==> src/rtl/gmii_rx_deframer_if.sv <==
// gmii_rx_deframer_if: GMII receive input, AXI-Stream payload output and frame statistics.
interface gmii_rx_deframer_if;
    logic [7:0] gmii_rxd;
    logic       gmii_rx_dv;
    logic       gmii_rx_er;
    logic [7:0] m_axis_tdata;
    logic       m_axis_tvalid;
    logic       m_axis_tlast;
    logic       m_axis_tuser;
    logic       stat_frame_good;
    logic       stat_frame_bad;
    logic       stat_crc_err;
    modport master (
        output gmii_rxd, gmii_rx_dv, gmii_rx_er,
        input  m_axis_tdata, m_axis_tvalid, m_axis_tlast, m_axis_tuser,
        input  stat_frame_good, stat_frame_bad, stat_crc_err
    );
    modport slave (
        input  gmii_rxd, gmii_rx_dv, gmii_rx_er,
        output m_axis_tdata, m_axis_tvalid, m_axis_tlast, m_axis_tuser,
        output stat_frame_good, stat_frame_bad, stat_crc_err
    );
endinterface

==> src/rtl/gmii_rx_deframer.sv <==
// gmii_rx_deframer: strips preamble/SFD, checks and removes the FCS, emits payload as AXI-Stream.
module gmii_rx_deframer #(
    parameter int MIN_FRAME_LEN = 64,
    parameter int MAX_FRAME_LEN = 1518,
    parameter int MAX_PREAMBLE  = 15
) (
    input logic              gmii_rx_clk,
    input logic              reset_n,
    gmii_rx_deframer_if.slave io
);
    typedef enum logic [1:0] {IDLE, PREAMBLE, PAYLOAD, DROP} state_t;
    localparam logic [15:0] MIN_L  = 16'(MIN_FRAME_LEN);
    localparam logic [15:0] MAX_L  = 16'(MAX_FRAME_LEN);
    localparam logic [15:0] OVER_L = 16'(MAX_FRAME_LEN + 1);
    localparam logic [4:0]  PRE_L  = 5'(MAX_PREAMBLE);
    localparam logic [31:0] RESIDUE = 32'hDEBB20E3;

    function automatic logic [31:0] crc_byte(input logic [31:0] c, input logic [7:0] d);
        logic [31:0] r;
        r = c ^ {24'd0, d};
        for (int i = 0; i < 8; i++) r = r[0] ? (r >> 1) ^ 32'hEDB88320 : r >> 1;
        return r;
    endfunction

    state_t            state, state_d;
    logic [4:0]        pre, pre_d;
    logic [31:0]       crc, crc_d;
    logic [15:0]       cnt, cnt_d;
    logic              err, err_d;
    logic [3:0][7:0]   dl, dl_d;
    logic [7:0]        p, p_d;
    logic [7:0]        tdata, tdata_d;
    logic              tvalid, tvalid_d, tlast, tlast_d, tuser, tuser_d;
    logic              good, good_d, bad, bad_d, crc_err, crc_err_d;
    logic              crc_ok, bad_frame;

    assign crc_ok    = crc == RESIDUE;
    assign bad_frame = !crc_ok || err || cnt < MIN_L || cnt > MAX_L || cnt < 16'd5;

    always_comb begin
        state_d   = state;
        pre_d     = pre;
        crc_d     = crc;
        cnt_d     = cnt;
        err_d     = err;
        dl_d      = dl;
        p_d       = p;
        tdata_d   = p;
        tvalid_d  = 1'b0;
        tlast_d   = 1'b0;
        tuser_d   = 1'b0;
        good_d    = 1'b0;
        bad_d     = 1'b0;
        crc_err_d = 1'b0;
        case (state)
            IDLE: if (io.gmii_rx_dv) begin
                state_d = io.gmii_rxd == 8'h55 ? PREAMBLE : DROP;
                pre_d   = 5'd1;
            end
            PREAMBLE: if (!io.gmii_rx_dv) state_d = IDLE;
            else if (io.gmii_rxd == 8'h55) begin
                pre_d   = pre + 5'd1;
                state_d = pre + 5'd1 > PRE_L ? DROP : PREAMBLE;
            end else if (io.gmii_rxd == 8'hD5) begin
                state_d = PAYLOAD;
                crc_d   = '1;
                cnt_d   = '0;
                err_d   = 1'b0;
                dl_d    = '0;
                p_d     = '0;
            end else state_d = DROP;
            PAYLOAD: if (!io.gmii_rx_dv) begin
                // P holds the last payload byte only once five bytes have arrived
                state_d   = IDLE;
                tvalid_d  = cnt >= 16'd5;
                tlast_d   = cnt >= 16'd5;
                tuser_d   = cnt >= 16'd5 && bad_frame;
                good_d    = !bad_frame;
                bad_d     = bad_frame;
                crc_err_d = !crc_ok;
            end else if (cnt == OVER_L) begin
                state_d  = DROP;
                tvalid_d = 1'b1;
                tlast_d  = 1'b1;
                tuser_d  = 1'b1;
                bad_d    = 1'b1;
            end else begin
                crc_d    = crc_byte(crc, io.gmii_rxd);
                cnt_d    = cnt == 16'hFFFF ? cnt : cnt + 16'd1;
                dl_d     = {dl[2:0], io.gmii_rxd};
                p_d      = dl[3];
                tvalid_d = cnt >= 16'd5;
                err_d    = err | io.gmii_rx_er;
            end
            default: if (!io.gmii_rx_dv) state_d = IDLE;
        endcase
    end

    always_ff @(posedge gmii_rx_clk or negedge reset_n) begin
        if (!reset_n) begin
            state   <= DROP;
            pre     <= '0;
            crc     <= '0;
            cnt     <= '0;
            err     <= 1'b0;
            dl      <= '0;
            p       <= '0;
            tdata   <= '0;
            tvalid  <= 1'b0;
            tlast   <= 1'b0;
            tuser   <= 1'b0;
            good    <= 1'b0;
            bad     <= 1'b0;
            crc_err <= 1'b0;
        end else begin
            state   <= state_d;
            pre     <= pre_d;
            crc     <= crc_d;
            cnt     <= cnt_d;
            err     <= err_d;
            dl      <= dl_d;
            p       <= p_d;
            tdata   <= tdata_d;
            tvalid  <= tvalid_d;
            tlast   <= tlast_d;
            tuser   <= tuser_d;
            good    <= good_d;
            bad     <= bad_d;
            crc_err <= crc_err_d;
        end
    end

    assign io.m_axis_tdata    = tdata;
    assign io.m_axis_tvalid   = tvalid;
    assign io.m_axis_tlast    = tlast;
    assign io.m_axis_tuser    = tuser;
    assign io.stat_frame_good = good;
    assign io.stat_frame_bad  = bad;
    assign io.stat_crc_err    = crc_err;
endmodule

==> src/flat_wrapper.sv <==
// flat-port wrapper written by rule: the top's interface ports become plain ports
module gmii_rx_deframer_flat 
#(
    parameter int MIN_FRAME_LEN = 64,
    parameter int MAX_FRAME_LEN = 1518,
    parameter int MAX_PREAMBLE  = 15
)
  (gmii_rx_clk, reset_n, io_gmii_rxd, io_gmii_rx_dv, io_gmii_rx_er, io_m_axis_tdata, io_m_axis_tvalid, io_m_axis_tlast, io_m_axis_tuser, io_stat_frame_good, io_stat_frame_bad, io_stat_crc_err);
  gmii_rx_deframer_if io_i ();
  input logic gmii_rx_clk;
  input logic reset_n;
  input wire logic [$bits(io_i.gmii_rxd)-1:0] io_gmii_rxd;
  input wire logic [$bits(io_i.gmii_rx_dv)-1:0] io_gmii_rx_dv;
  input wire logic [$bits(io_i.gmii_rx_er)-1:0] io_gmii_rx_er;
  output wire logic [$bits(io_i.m_axis_tdata)-1:0] io_m_axis_tdata;
  output wire logic [$bits(io_i.m_axis_tvalid)-1:0] io_m_axis_tvalid;
  output wire logic [$bits(io_i.m_axis_tlast)-1:0] io_m_axis_tlast;
  output wire logic [$bits(io_i.m_axis_tuser)-1:0] io_m_axis_tuser;
  output wire logic [$bits(io_i.stat_frame_good)-1:0] io_stat_frame_good;
  output wire logic [$bits(io_i.stat_frame_bad)-1:0] io_stat_frame_bad;
  output wire logic [$bits(io_i.stat_crc_err)-1:0] io_stat_crc_err;
  assign io_i.gmii_rxd = io_gmii_rxd;
  assign io_i.gmii_rx_dv = io_gmii_rx_dv;
  assign io_i.gmii_rx_er = io_gmii_rx_er;
  assign io_m_axis_tdata = io_i.m_axis_tdata;
  assign io_m_axis_tvalid = io_i.m_axis_tvalid;
  assign io_m_axis_tlast = io_i.m_axis_tlast;
  assign io_m_axis_tuser = io_i.m_axis_tuser;
  assign io_stat_frame_good = io_i.stat_frame_good;
  assign io_stat_frame_bad = io_i.stat_frame_bad;
  assign io_stat_crc_err = io_i.stat_crc_err;
  gmii_rx_deframer #(.MIN_FRAME_LEN(MIN_FRAME_LEN), .MAX_FRAME_LEN(MAX_FRAME_LEN), .MAX_PREAMBLE(MAX_PREAMBLE)) u_core (.gmii_rx_clk(gmii_rx_clk), .reset_n(reset_n), .io(io_i));
endmodule
==> config.mk <==
export PLATFORM = sky130hd
export DESIGN_NAME = gmii_rx_deframer_flat
export DESIGN_NICKNAME = d
export VERILOG_FILES = /design/src/rtl/gmii_rx_deframer_if.sv /design/src/rtl/gmii_rx_deframer.sv /design/src/flat_wrapper.sv
export SDC_FILE = /design/constraint.sdc
export NUM_CORES = 1
export LEC_CHECK = 0
export CAP_MARGIN = 5
export CORE_UTILIZATION = 60
export DETAILED_ROUTE_END_ITERATION = 7
export GPL_TIMING_DRIVEN = 1
export PLACE_DENSITY_LB_ADDON = 0.05
export SLEW_MARGIN = 20
export SYNTH_ARGS = -nofsm -noshare
export SYNTH_HDL_FRONTEND = slang
export SYNTH_SLANG_ARGS = --single-unit
==> constraint.sdc <==
create_clock -name gmii_rx_clk -period 3 [get_ports gmii_rx_clk]
set_input_delay 0.3 -clock gmii_rx_clk [delete_from_list [all_inputs] [get_ports gmii_rx_clk]]
set_output_delay 0.3 -clock gmii_rx_clk [all_outputs]
set_load 0.02 [all_outputs]
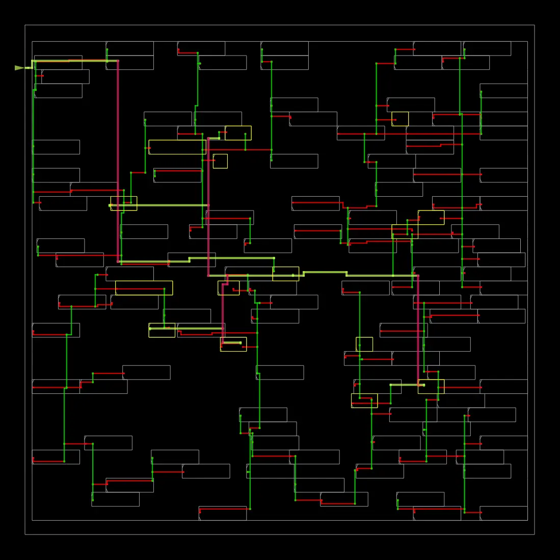
(run_1/clock_nets.png)
clock buffer count from CTS: 9
post-route clock skew: 12.87 ps
clock latency on the worst-skew pair: 380 ps
FF+latch count: 110
# clock sinks: 110

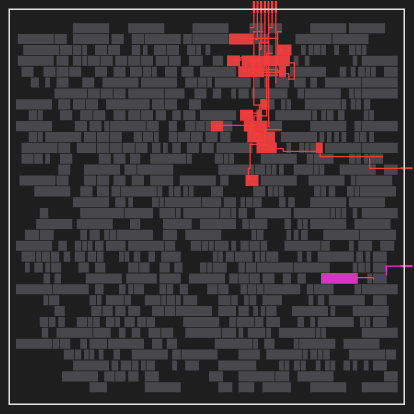
(run_1/port_trees.png)
Drawn at 4 px/um.
- io_m_axis_tuser: magenta (bits 1; direction output; edge right; end cells 1; buffers 1; wire 10.6 um)
- io_gmii_rxd: red (bits 8; direction input; edge 7 top, 1 right; end cells 21; buffers 8; wire 325 um)
number of input and output port buffers inserted: 25
Top-Level Pins: 26

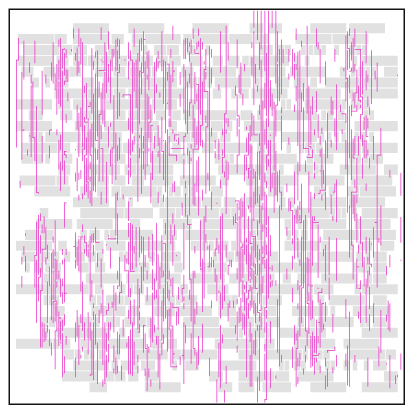
(run_1/m2.png)
Drawn at 4 px/um. Cells faint in the background.
- longest straight run: 40.1 um
- main direction: vertical
- share of all routed wire: 48%
global routing usage on met2: 42.69%
total routed wirelength: 11680 um
total via count in the routed design: 4169

==> impl_table.tex, run 1 <==
% Implementation results table
\begin{tabular}{lr}
\hline
Metric & Value \\
\hline
\multicolumn{2}{l}{\textbf{Logic synthesis}} \\
Mux frac, synth & under 10\% \\
Simple Share, Synth & 21.62\% \\
Number of enable flip-flop cells & 0 \\
Net count after synthesis & 590 \\
Top logic cell family in the synthesized netlist & simple AND/OR/NAND/NOR gates \\
Most used standard cells in the synthesized netlist & sky130\_fd\_sc\_hd\_\_dfrtp\_1, sky130\_fd\_sc\_hd\_\_nand2\_1, sky130\_fd\_sc\_hd\_\_nand3\_1, sky130\_fd\_sc\_hd\_\_xnor2\_1, sky130\_fd\_sc\_hd\_\_nor2\_1 \\
Gate count after technology mapping & 568 \\
Yosys warns & 0 \\
Share of synthesized cell area in full adder, half adder and majority cells & 2.245\% \\
Top-area cell share & 48.48\% \\
Post-synthesis cell type count & 52 \\
Commonest register cell after synthesis & sky130\_fd\_sc\_hd\_\_dfrtp\_1 \\
Average cell area after synthesis & between 9 and 10 um\^{}2 \\
\multicolumn{2}{l}{\textbf{Setup path}} \\
Worst Setup EP & u\_core.cnt[3] \\
Critical path class & flip-flop to flip-flop \\
Setup slack of the most critical reg-to-reg path & 400 ps \\
CP Capture Type & flip-flop \\
Beginning of the worst register-to-register path & u\_core.state[0] \\
Required time reported for the critical path endpoint & 3310 ps \\
\multicolumn{2}{l}{\textbf{Detailed routing}} \\
Drt pass-1 iters & 7 \\
Number of remaining DRC errors & 0 \\
DRT iter0 DRCs & 193 \\
\multicolumn{2}{l}{\textbf{Clock tree}} \\
CTS Hold Bufs & 0 \\
TritonCTS clock tree & done \\
Post-CTS Repair Setup Buffers & 0 \\
PostCTS Resize Cnt & 0 \\
\multicolumn{2}{l}{\textbf{Timing}} \\
Worst Hold Margin & 18.79 ps \\
Count of final max-slew check failures & 0 \\
Portion of the clock cycle consumed by the worst path in the final layout & between 80 and 90\% \\
Final setup violation count & 0 \\
\multicolumn{2}{l}{\textbf{Status}} \\
Run status & finished, final reports clean \\
\multicolumn{2}{l}{\textbf{GRT}} \\
Number of antenna violations at the first check in global routing & 0 \\
GRT Util Overall & 26.98\% \\
Vias in the first global route & 4082 \\
\multicolumn{2}{l}{\textbf{Power and ir drop}} \\
Highest ir drop seen on vdd & 0.7281 mV \\
P per Cell Area & between 900 and 1000 nW/um\^{}2 \\
\multicolumn{2}{l}{\textbf{Run}} \\
Stage-log warning count & 33 \\
Reported max-cap violation count & 0 \\
\multicolumn{2}{l}{\textbf{Floorplanning}} \\
Die ar. & roughly 9700 um\^{}2 \\
Width of the die & 98.39 um \\
Core Area & between 8000 and 9000 um\^{}2 \\
Core utilization at floorplan & 62.99\% \\
\multicolumn{2}{l}{\textbf{Cells and area}} \\
Synthesis-to-layout area growth & 11.27\% \\
Number of nets in the layout & 611 \\
\multicolumn{2}{l}{\textbf{Placed design}} \\
Final GP Congestion & 0.8552 \\
\hline
\end{tabular}
run 1: stage by stage:
stage	area, um^2	worst slack (ps)	instances	power (mW)	utilization (%)
3_5_place_dp	5982	265.6	686	4.848	67.60
5_1_grt	6202	233.8	701	6.266	70.09
3_3_place_gp	5982	317.2	686	4.783	67.60
6_report	6202	400.4	701	5.841	70.09
2_1_floorplan	5574	719.6	568	4.186	-
4_1_cts	6202	382.4	701	5.860	70.09
run 1: where the power goes:
group	internal (mW)	leakage [nW]	switching [mW]
clock	0.475	0.107	0.519
sequential	1.81	1.34	0.328
combinational	1.21	1.22	1.49
run 1: critical path: stages, from the launching register on:
cell	delay, ps
sky130_fd_sc_hd__dfstp_2	550
sky130_fd_sc_hd__ha_1	280
sky130_fd_sc_hd__inv_1	130
sky130_fd_sc_hd__o31a_1	380
sky130_fd_sc_hd__a211o_2	490
sky130_fd_sc_hd__or4_1	550
sky130_fd_sc_hd__a21oi_1	150
run 1: layout by cell type, fill, tap and decap left out, drive strengths merged, types with 2 or more instances in the layout:
master and n:
and4 3, dfstp 2, nand4bb 2, clkinv 2, and3 3, ha 10
o21ai 13, buf 17, nand4 7, inv 13, a31oi 21, xor2 18
nor4 7, mux2i 8, a211oi 4, o22a 11, nor3 5, or3 5
nand2b 7, o21a 2, nor2 28, a21oi 13, o21bai 2, nand3 48
nand3b 2, clkdlybuf4s50 24, or4 12, nand4b 5, bufinv 2, dfrtp 108
nand2 103, clkbuf 9, o31ai 10, xnor2 50, nor2b 2
run 1: layout make-up:
| class | count | area, um^2 |
|---|---|---|
| clock buffer | 9 | 123.9 |
| inverter | 12 | 45.04 |
| clock inverter | 6 | 96.34 |
| fill | 692 | 2646 |
| sequential | 110 | 2755 |
| timing repair buffer | 41 | 392.9 |
| multi-input combinational | 415 | 2654 |
| tap | 108 | 135.1 |
run 1: cells by family after synthesis:
kind of cell | Yosys count
flops | 110
mux | 9
buf+inv | 43
compound gates | 85
xor+xnor | 69
fa+ha+maj | 10
simple gates | 242
run 1: state kept, by name (all words and copies together) (netlist names):
register / count
u_core.crc: 32
u_core.dl: 32
u_core.cnt: 16
u_core.io.m_axis_tdata: 8
u_core.p: 8
u_core.pre: 5
u_core.state: 2
u_core.err: 1
u_core.io.m_axis_tlast: 1
u_core.io.m_axis_tuser: 1
u_core.io.m_axis_tvalid: 1
u_core.io.stat_crc_err: 1
u_core.io.stat_frame_bad: 1
u_core.io.stat_frame_good: 1
run 1: worst min-delay path by stage:
stage | start | cells past startpoint | end | slack, ps
floorplan | reset_n | 0 | u_core.cnt[0] | 4
finish | reset_n | 1 | u_core.p[4] | 20
detailed placement | u_core.p[5] | 0 | u_core.io.m_axis_tdata[5] | 360
global placement | u_core.p[6] | 0 | u_core.io.m_axis_tdata[6] | 360
CTS | reset_n | 1 | u_core.p[4] | 30
global route | reset_n | 1 | u_core.cnt[7] | 70
run 1: layer usage:
metal	track usage [%]	wire length (um)	share of wire, %
met5	0	0	0
met1	38.78	5381	46
met2	42.69	5652	48
met3	4.510	502	4.3
met4	7.577	145	1.2
==> run_1/closeup.png <==
Region (64, 64) to (84, 84) um. Cells in gray, sequential cells in the stronger gray; small squares are vias.
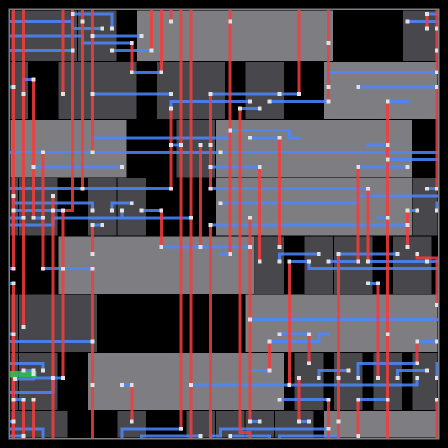

--- run 2 (diff from run 1) ---
- CORE_ASPECT_RATIO: not set -> 1.75
- MAX_ROUTING_LAYER: not set -> met4
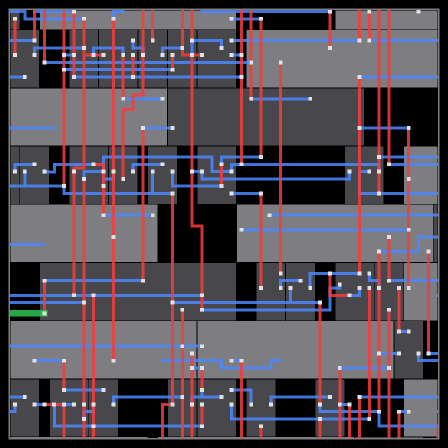
(run_2/closeup.png)
Region (46, 87) to (66, 107) um. Cells in gray, sequential cells in the stronger gray; small squares are vias.
- M1: blue
- M3: green
- M2: red
- most frequent: nand2_1 (16), nand3_1 (8), dfrtp_1 (6)
- netlist names of flops here include: u_core.dl (5), u_core.io.m_axis_tdata (1)
- sequential cells in the window: 6
- cells with their middle in the window: 32

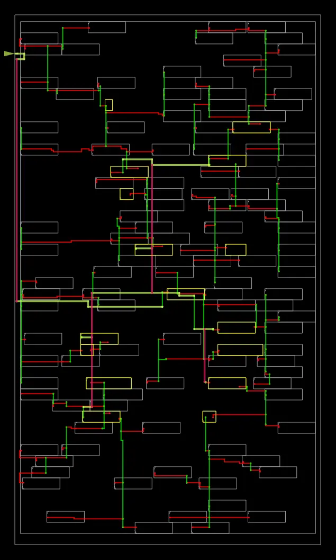
(run_2/clock_nets.png)
post-route clock skew: 11.51 ps
Clock net power: 1.31 mW
clock latency on the worst-skew pair: 350 ps
count of clock-net buffers in the final layout: 10

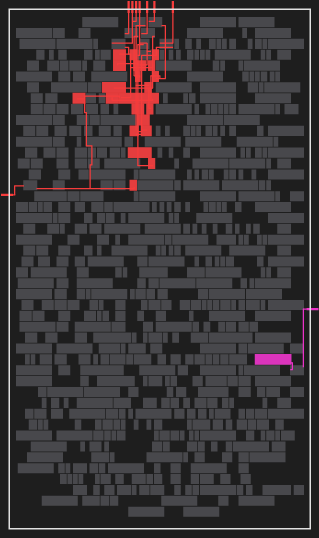
(run_2/port_trees.png)
Drawn at 4 px/um.
- io_gmii_rxd: red (bits 8; direction input; edge 7 top, 1 left; end cells 21; buffers 9; wire 342 um)
- io_m_axis_tuser: magenta (bits 1; direction output; edge right; end cells 1; buffers 1; wire 17.8 um)

==> impl_table.tex, run 2 <==
% Implementation results table
\begin{tabular}{lr}
\hline
Metric & Value \\
\hline
\multicolumn{2}{l}{\textbf{Clock tree}} \\
TritonCTS clock tree & done \\
Post-CTS Repair Setup Buffers & 0 \\
\# clock sinks & $\sim$110 \\
PostCTS Resize Cnt & 0 \\
Clock buffer count from CTS & 9 \\
\multicolumn{2}{l}{\textbf{Floorplanning}} \\
Top-Level Pins & 26 \\
Core utilization at floorplan & 61.69\% \\
Width of the die & 74.86 um \\
Core Area & between 9000 and 10000 um\^{}2 \\
\multicolumn{2}{l}{\textbf{Logic synthesis}} \\
Average cell area after synthesis & 9.814 um\^{}2 \\
Commonest register cell after synthesis & sky130\_fd\_sc\_hd\_\_dfrtp\_1 \\
Number of enable flip-flop cells & 0 \\
Most used standard cells in the synthesized netlist & sky130\_fd\_sc\_hd\_\_dfrtp\_1, sky130\_fd\_sc\_hd\_\_nand2\_1, sky130\_fd\_sc\_hd\_\_nand3\_1, sky130\_fd\_sc\_hd\_\_xnor2\_1, sky130\_fd\_sc\_hd\_\_nor2\_1 \\
Net count after synthesis & 590 \\
Gate count after technology mapping & roughly 570 \\
Top-area cell share & 48.48\% \\
\multicolumn{2}{l}{\textbf{Setup path}} \\
CP Capture Type & flip-flop \\
Setup slack of the most critical reg-to-reg path & 370 ps \\
Critical path class & flip-flop to flip-flop \\
\multicolumn{2}{l}{\textbf{Detailed routing}} \\
Total routed wirelength & approximately 13000 um \\
Number of remaining DRC errors & 0 \\
Drt pass-1 iters & 4 \\
Total via count in the routed design & 4236 \\
DRT iter0 DRCs & 414 \\
\multicolumn{2}{l}{\textbf{GRT}} \\
GRT Util Overall & between 20\% and 30\% \\
Number of antenna violations at the first check in global routing & 0 \\
Vias in the first global route & 4156 \\
\multicolumn{2}{l}{\textbf{Timing}} \\
Portion of the clock cycle consumed by the worst path in the final layout & 87.75\% \\
Final setup violation count & 0 \\
Worst Hold Margin & 1.706 ps \\
\multicolumn{2}{l}{\textbf{Power and ir drop}} \\
Clock share of power & between 20\% and 30\% \\
Combinational cell fraction of total power & 44.7\% \\
P per Cell Area & roughly 1000 nW/um\^{}2 \\
Highest ir drop seen on vdd & 0.7838 mV \\
Proportion of total power due to net switching & about 39\% \\
Internal cell power & 3.811 mW \\
\multicolumn{2}{l}{\textbf{Placed design}} \\
Number of input and output port buffers inserted & 25 \\
Final GP Congestion & just under 1 \\
\multicolumn{2}{l}{\textbf{Cells and area}} \\
Number of nets in the layout & $\sim$620 \\
Final Instance Count excl. Fillers & 720 \\
FILL cells & 736 \\
Largest registers & u\_core.crc: 32 flops, u\_core.dl: 32 flops, u\_core.cnt: 16 flops \\
Synthesis-to-layout area growth & 14.10\% \\
Leading cell types in the layout, fill and taps excluded & sky130\_fd\_sc\_hd\_\_dfrtp\_1, sky130\_fd\_sc\_hd\_\_nand2\_1, sky130\_fd\_sc\_hd\_\_nand3\_1, sky130\_fd\_sc\_hd\_\_xnor2\_1, sky130\_fd\_sc\_hd\_\_nor2\_1 \\
Most frequent logic cell in the layout & sky130\_fd\_sc\_hd\_\_dfrtp\_1 \\
\multicolumn{2}{l}{\textbf{Run}} \\
Reported max-cap violation count & 0 \\
Stage-log warning count & 33 \\
\multicolumn{2}{l}{\textbf{Status}} \\
Run status & finished, final reports clean \\
\hline
\end{tabular}
## run 2: cell types whose count changed in the layout (fill, tap and decap cells not counted)
cell	delta
sky130_fd_sc_hd__buf_12	-1
sky130_fd_sc_hd__buf_4	+7
sky130_fd_sc_hd__clkbuf_16	+9
sky130_fd_sc_hd__clkbuf_8	-8
sky130_fd_sc_hd__clkinv_2	+1
sky130_fd_sc_hd__clkinv_4	-2
sky130_fd_sc_hd__clkinvlp_4	-1
sky130_fd_sc_hd__inv_6	+3
sky130_fd_sc_hd__inv_8	-1
## run 2: metal layers
metal | routed length [um] | vias to the layer above | global-route usage (%) | share of wire (%)
met5 | 0 | - | - | 0
met3 | 384 | 50 | 4.277 | 3.0
met1 | 4905 | 2043 | 34.33 | 39
met2 | 6591 | 108 | 47.96 | 52
li1 | - | 2035 | - | -
met4 | 734 | 0 | 18.09 | 5.8
## run 2: kinds of logic (layout without fill, tap and decap cells)
family	count (synthesis)	count (layout)	share of synthesized area, %
AND-OR/OR-AND	85	85	10.33
adder cells (fa/ha/maj)	10	10	2.245
flip-flops	110	110	49.43
AND/OR/NAND/NOR	242	242	21.62
buffers and inverters	43	75	3.255
XOR/XNOR	69	69	11.49
multiplexers	9	9	1.639
## run 2: how the worst max path moves through the flow
stage                                from        endpoint  slack [ps]
final                      u_core.cnt[11]   u_core.cnt[3]         370
after global routing       u_core.cnt[13]   u_core.cnt[1]         160
after CTS                  u_core.cnt[13]   u_core.cnt[3]         370
after detailed placement   io_gmii_rxd[1]   u_core.cnt[3]         140
after global placement     io_gmii_rxd[1]   u_core.cnt[3]         200
after floorplan           u_core.state[0]  u_core.cnt[10]         720
## run 2: through the flow
| step | setup WS (ps) | util, % | instance area, um^2 | power [mW] |
|---|---|---|---|---|
| after floorplan | 719.6 | - | 5574 | 4.186 |
| after global placement | 195.6 | 66.73 | 6030 | 4.883 |
| after detailed placement | 143.6 | 66.73 | 6030 | 4.948 |
| after CTS | 373.7 | 70.38 | 6360 | 6.283 |
| after global routing | 155.4 | 70.38 | 6360 | 6.641 |
| final | 367.6 | 70.38 | 6360 | 6.267 |
## run 2: worst max-delay path, stage by stage, from the launching register on
cell and delay, ps:
sky130_fd_sc_hd__dfrtp_1 430, sky130_fd_sc_hd__or4_1 600, sky130_fd_sc_hd__nor4_4 370, sky130_fd_sc_hd__a211o_2 410, sky130_fd_sc_hd__buf_4 450, sky130_fd_sc_hd__o31ai_1 140
sky130_fd_sc_hd__a21oi_1 140
## run 2: layout make-up
class	count	area (um^2)	share of cell area (%)
sequential	110	2755	43.32
multi-input combinational	415	2654	41.73
timing repair buffer	47	425.4	6.689
clock buffer	10	239.0	3.758
tap	120	150.1	2.361
clock inverter	6	91.34	1.436
inverter	12	45.04	0.7082
## run 2: power by group through the flow
| stage | combinational, mW | sequential, mW | clock (mW) |
|---|---|---|---|
| floorplan | 2.10 | 2.09 | 0 |
| global placement | 2.72 | 2.17 | 0 |
| detailed placement | 2.77 | 2.18 | 0 |
| CTS | 2.80 | 2.15 | 1.33 |
| global route | 3.07 | 2.19 | 1.38 |
| finish | 2.80 | 2.16 | 1.31 |
==> run_2/layers.png <==
Drawn at 6 px/um. Two of the layers only.
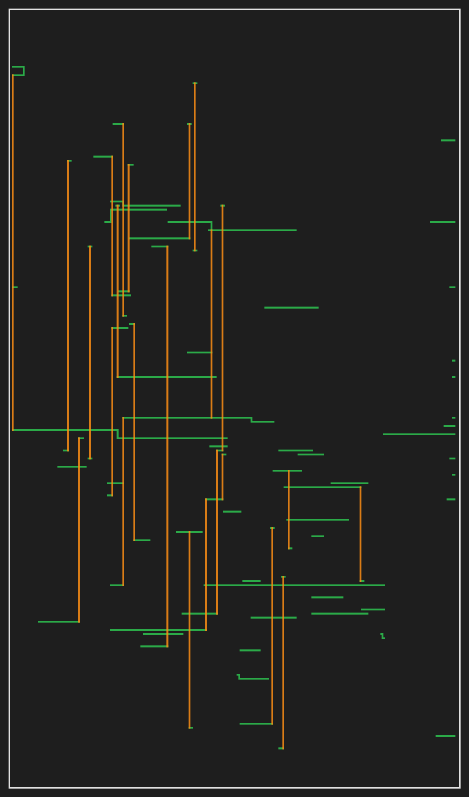

--- run 3 (diff from run 2) ---
- HOLD_SLACK_MARGIN: not set -> 0.05
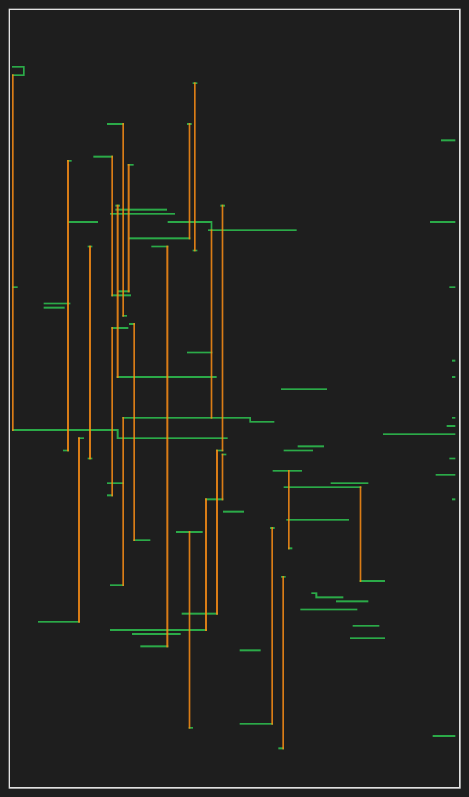
(run_3/layers.png)
Drawn at 6 px/um. Two of the layers only.
- M3: green (wire length 352 um)
- M4: orange (wire length 734 um)
total via count in the routed design: 4227
total routed wirelength: 12660 um
routed len/inst: 17.56 um
GRT Util Overall: 29.75%

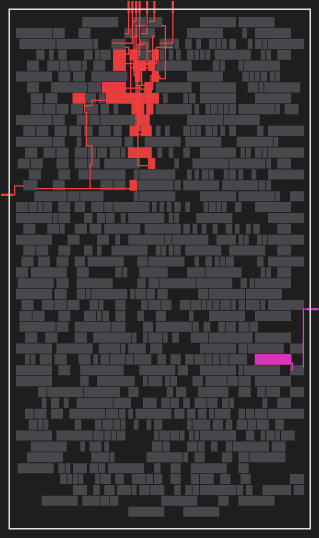
(run_3/port_trees.png)
Drawn at 4 px/um.
- io_gmii_rxd: red (bits 8; direction input; edge 7 top, 1 left; end cells 21; buffers 9; wire 343 um)
- io_m_axis_tuser: magenta (bits 1; direction output; edge right; end cells 1; buffers 1; wire 17.8 um)

==> impl_table.tex, run 3 <==
% Implementation results table
\begin{tabular}{lr}
\hline
Metric & Value \\
\hline
\multicolumn{2}{l}{\textbf{Status}} \\
Run status & finished, final reports clean \\
\multicolumn{2}{l}{\textbf{Clock tree}} \\
PostCTS Resize Cnt & 0 \\
Clock latency on the worst-skew pair & 350 ps \\
CTS Hold Bufs & 1 \\
TritonCTS clock tree & done \\
\multicolumn{2}{l}{\textbf{Cells and area}} \\
Fin util & 70.49\% \\
Leading cell types in the layout, fill and taps excluded & sky130\_fd\_sc\_hd\_\_dfrtp\_1, sky130\_fd\_sc\_hd\_\_nand2\_1, sky130\_fd\_sc\_hd\_\_nand3\_1, sky130\_fd\_sc\_hd\_\_xnor2\_1, sky130\_fd\_sc\_hd\_\_nor2\_1 \\
Synthesis-to-layout area growth & 14.28\% \\
Number of nets in the layout & 618 \\
\multicolumn{2}{l}{\textbf{Logic synthesis}} \\
Top-area cell share & around 48\% \\
Number of enable flip-flop cells & 0 \\
Most used standard cells in the synthesized netlist & sky130\_fd\_sc\_hd\_\_dfrtp\_1, sky130\_fd\_sc\_hd\_\_nand2\_1, sky130\_fd\_sc\_hd\_\_nand3\_1, sky130\_fd\_sc\_hd\_\_xnor2\_1, sky130\_fd\_sc\_hd\_\_nor2\_1 \\
Post-synthesis cell type count & 52 \\
Net count after synthesis & between 500 and 600 \\
Commonest register cell after synthesis & sky130\_fd\_sc\_hd\_\_dfrtp\_1 \\
Average cell area after synthesis & around 9.8 um\^{}2 \\
Yosys warns & 0 \\
\multicolumn{2}{l}{\textbf{Floorplanning}} \\
Width of the die & around 75 um \\
Die ar. & 9695 um\^{}2 \\
Core utilization at floorplan & 61.69\% \\
\multicolumn{2}{l}{\textbf{Timing}} \\
Count of final max-slew check failures & 0 \\
\multicolumn{2}{l}{\textbf{Detailed routing}} \\
Number of remaining DRC errors & 0 \\
Met2 layer wire length in the routed design & 6549 um \\
Routed wire length on met3 & between 300 and 400 um \\
DRT iter0 DRCs & 402 \\
Drt pass-1 iters & 4 \\
Highest metal layer with signal wires & met4 \\
\multicolumn{2}{l}{\textbf{Min path}} \\
Hold Path Cell Cnt & 0 \\
Hold path startpoint & u\_core.p[5] \\
Min-Delay Endpoint & u\_core.io.m\_axis\_tdata[5] \\
\multicolumn{2}{l}{\textbf{Setup path}} \\
Beginning of the worst register-to-register path & u\_core.cnt[11] \\
Required time reported for the critical path endpoint & 3270 ps \\
Crit. Startpoint & u\_core.cnt[11] \\
\multicolumn{2}{l}{\textbf{Power and ir drop}} \\
Highest ir drop seen on vdd & 0.7844 mV \\
P per Cell Area & 984.5 nW/um\^{}2 \\
\multicolumn{2}{l}{\textbf{Placed design}} \\
Number of input and output port buffers inserted & 25 \\
Final GP Congestion & around 1 \\
\multicolumn{2}{l}{\textbf{GRT}} \\
Vias in the first global route & 4156 \\
Number of antenna violations at the first check in global routing & 0 \\
\multicolumn{2}{l}{\textbf{Run}} \\
Reported max-cap violation count & 0 \\
\hline
\end{tabular}
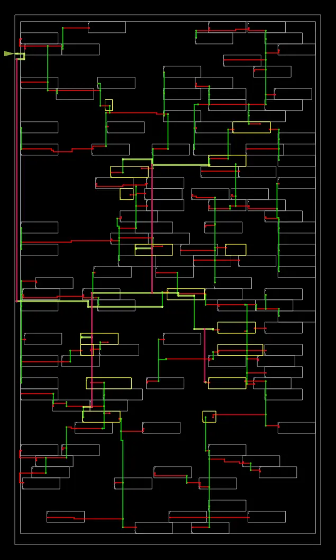
(run_3/clock_nets.png)
post-route clock skew: 11.99 ps

run 3: cell counts after synthesis:
Identical to the previous run, type by type.
run 3: how the worst max path moves through the flow:
stage	end	slack (ps)	depth (start not counted)
2_1_floorplan	u_core.cnt[10]	720	7
3_3_place_gp	u_core.cnt[3]	200	7
3_5_place_dp	u_core.cnt[3]	140	7
4_1_cts	u_core.cnt[3]	370	6
5_1_grt	u_core.cnt[1]	160	6
6_report	u_core.cnt[3]	370	6
run 3: cell type report:
cell class	count	area, um^2
Sequential cell	110	2755
Fill cell	735	2666
Multi-Input combinational cell	415	2654
Timing Repair Buffer	48	435.4
Clock buffer	10	239.0
Tap cell	120	150.1
Clock inverter	6	91.34
Inverter	12	45.04
run 3: cells by family after synthesis:
logic type      synth area share (%)
fa+ha+maj                      2.245
compound gates                 10.33
xor+xnor                       11.49
mux                            1.639
simple gates                   21.62
buf+inv                        3.255
flops                          49.43
run 3: layer usage:
layer | GRT usage [%] | vias to the layer above
met1 | 34.33 | 2038
met2 | 47.96 | 102
li1 | - | 2037
met5 | - | -
met3 | 4.277 | 50
met4 | 18.09 | 0
run 3: where the power goes:
| part | switching, mW | internal, mW | leakage, nW |
|---|---|---|---|
| logic | 1.57 | 1.24 | 1.25 |
| clock network | 0.545 | 0.763 | 0.164 |
| registers | 0.344 | 1.81 | 1.34 |
run 3: through the flow:
step | instance area (um^2) | std cells | power (mW)
after global placement | 6030 | 704 | 4.883
after CTS | 6370 | 721 | 6.285
after detailed placement | 6030 | 704 | 4.948
final | 6370 | 721 | 6.271
after global routing | 6370 | 721 | 6.642
after floorplan | 5574 | 568 | 4.186
run 3: critical path, cell delays in order (launching register included):
cell                      delay, ps
sky130_fd_sc_hd__dfrtp_1        430
sky130_fd_sc_hd__or4_1          600
sky130_fd_sc_hd__nor4_4         360
sky130_fd_sc_hd__a211o_2        410
sky130_fd_sc_hd__buf_4          460
sky130_fd_sc_hd__o31ai_1        140
sky130_fd_sc_hd__a21oi_1        140
Power is estimated from default activity; no workload was simulated.
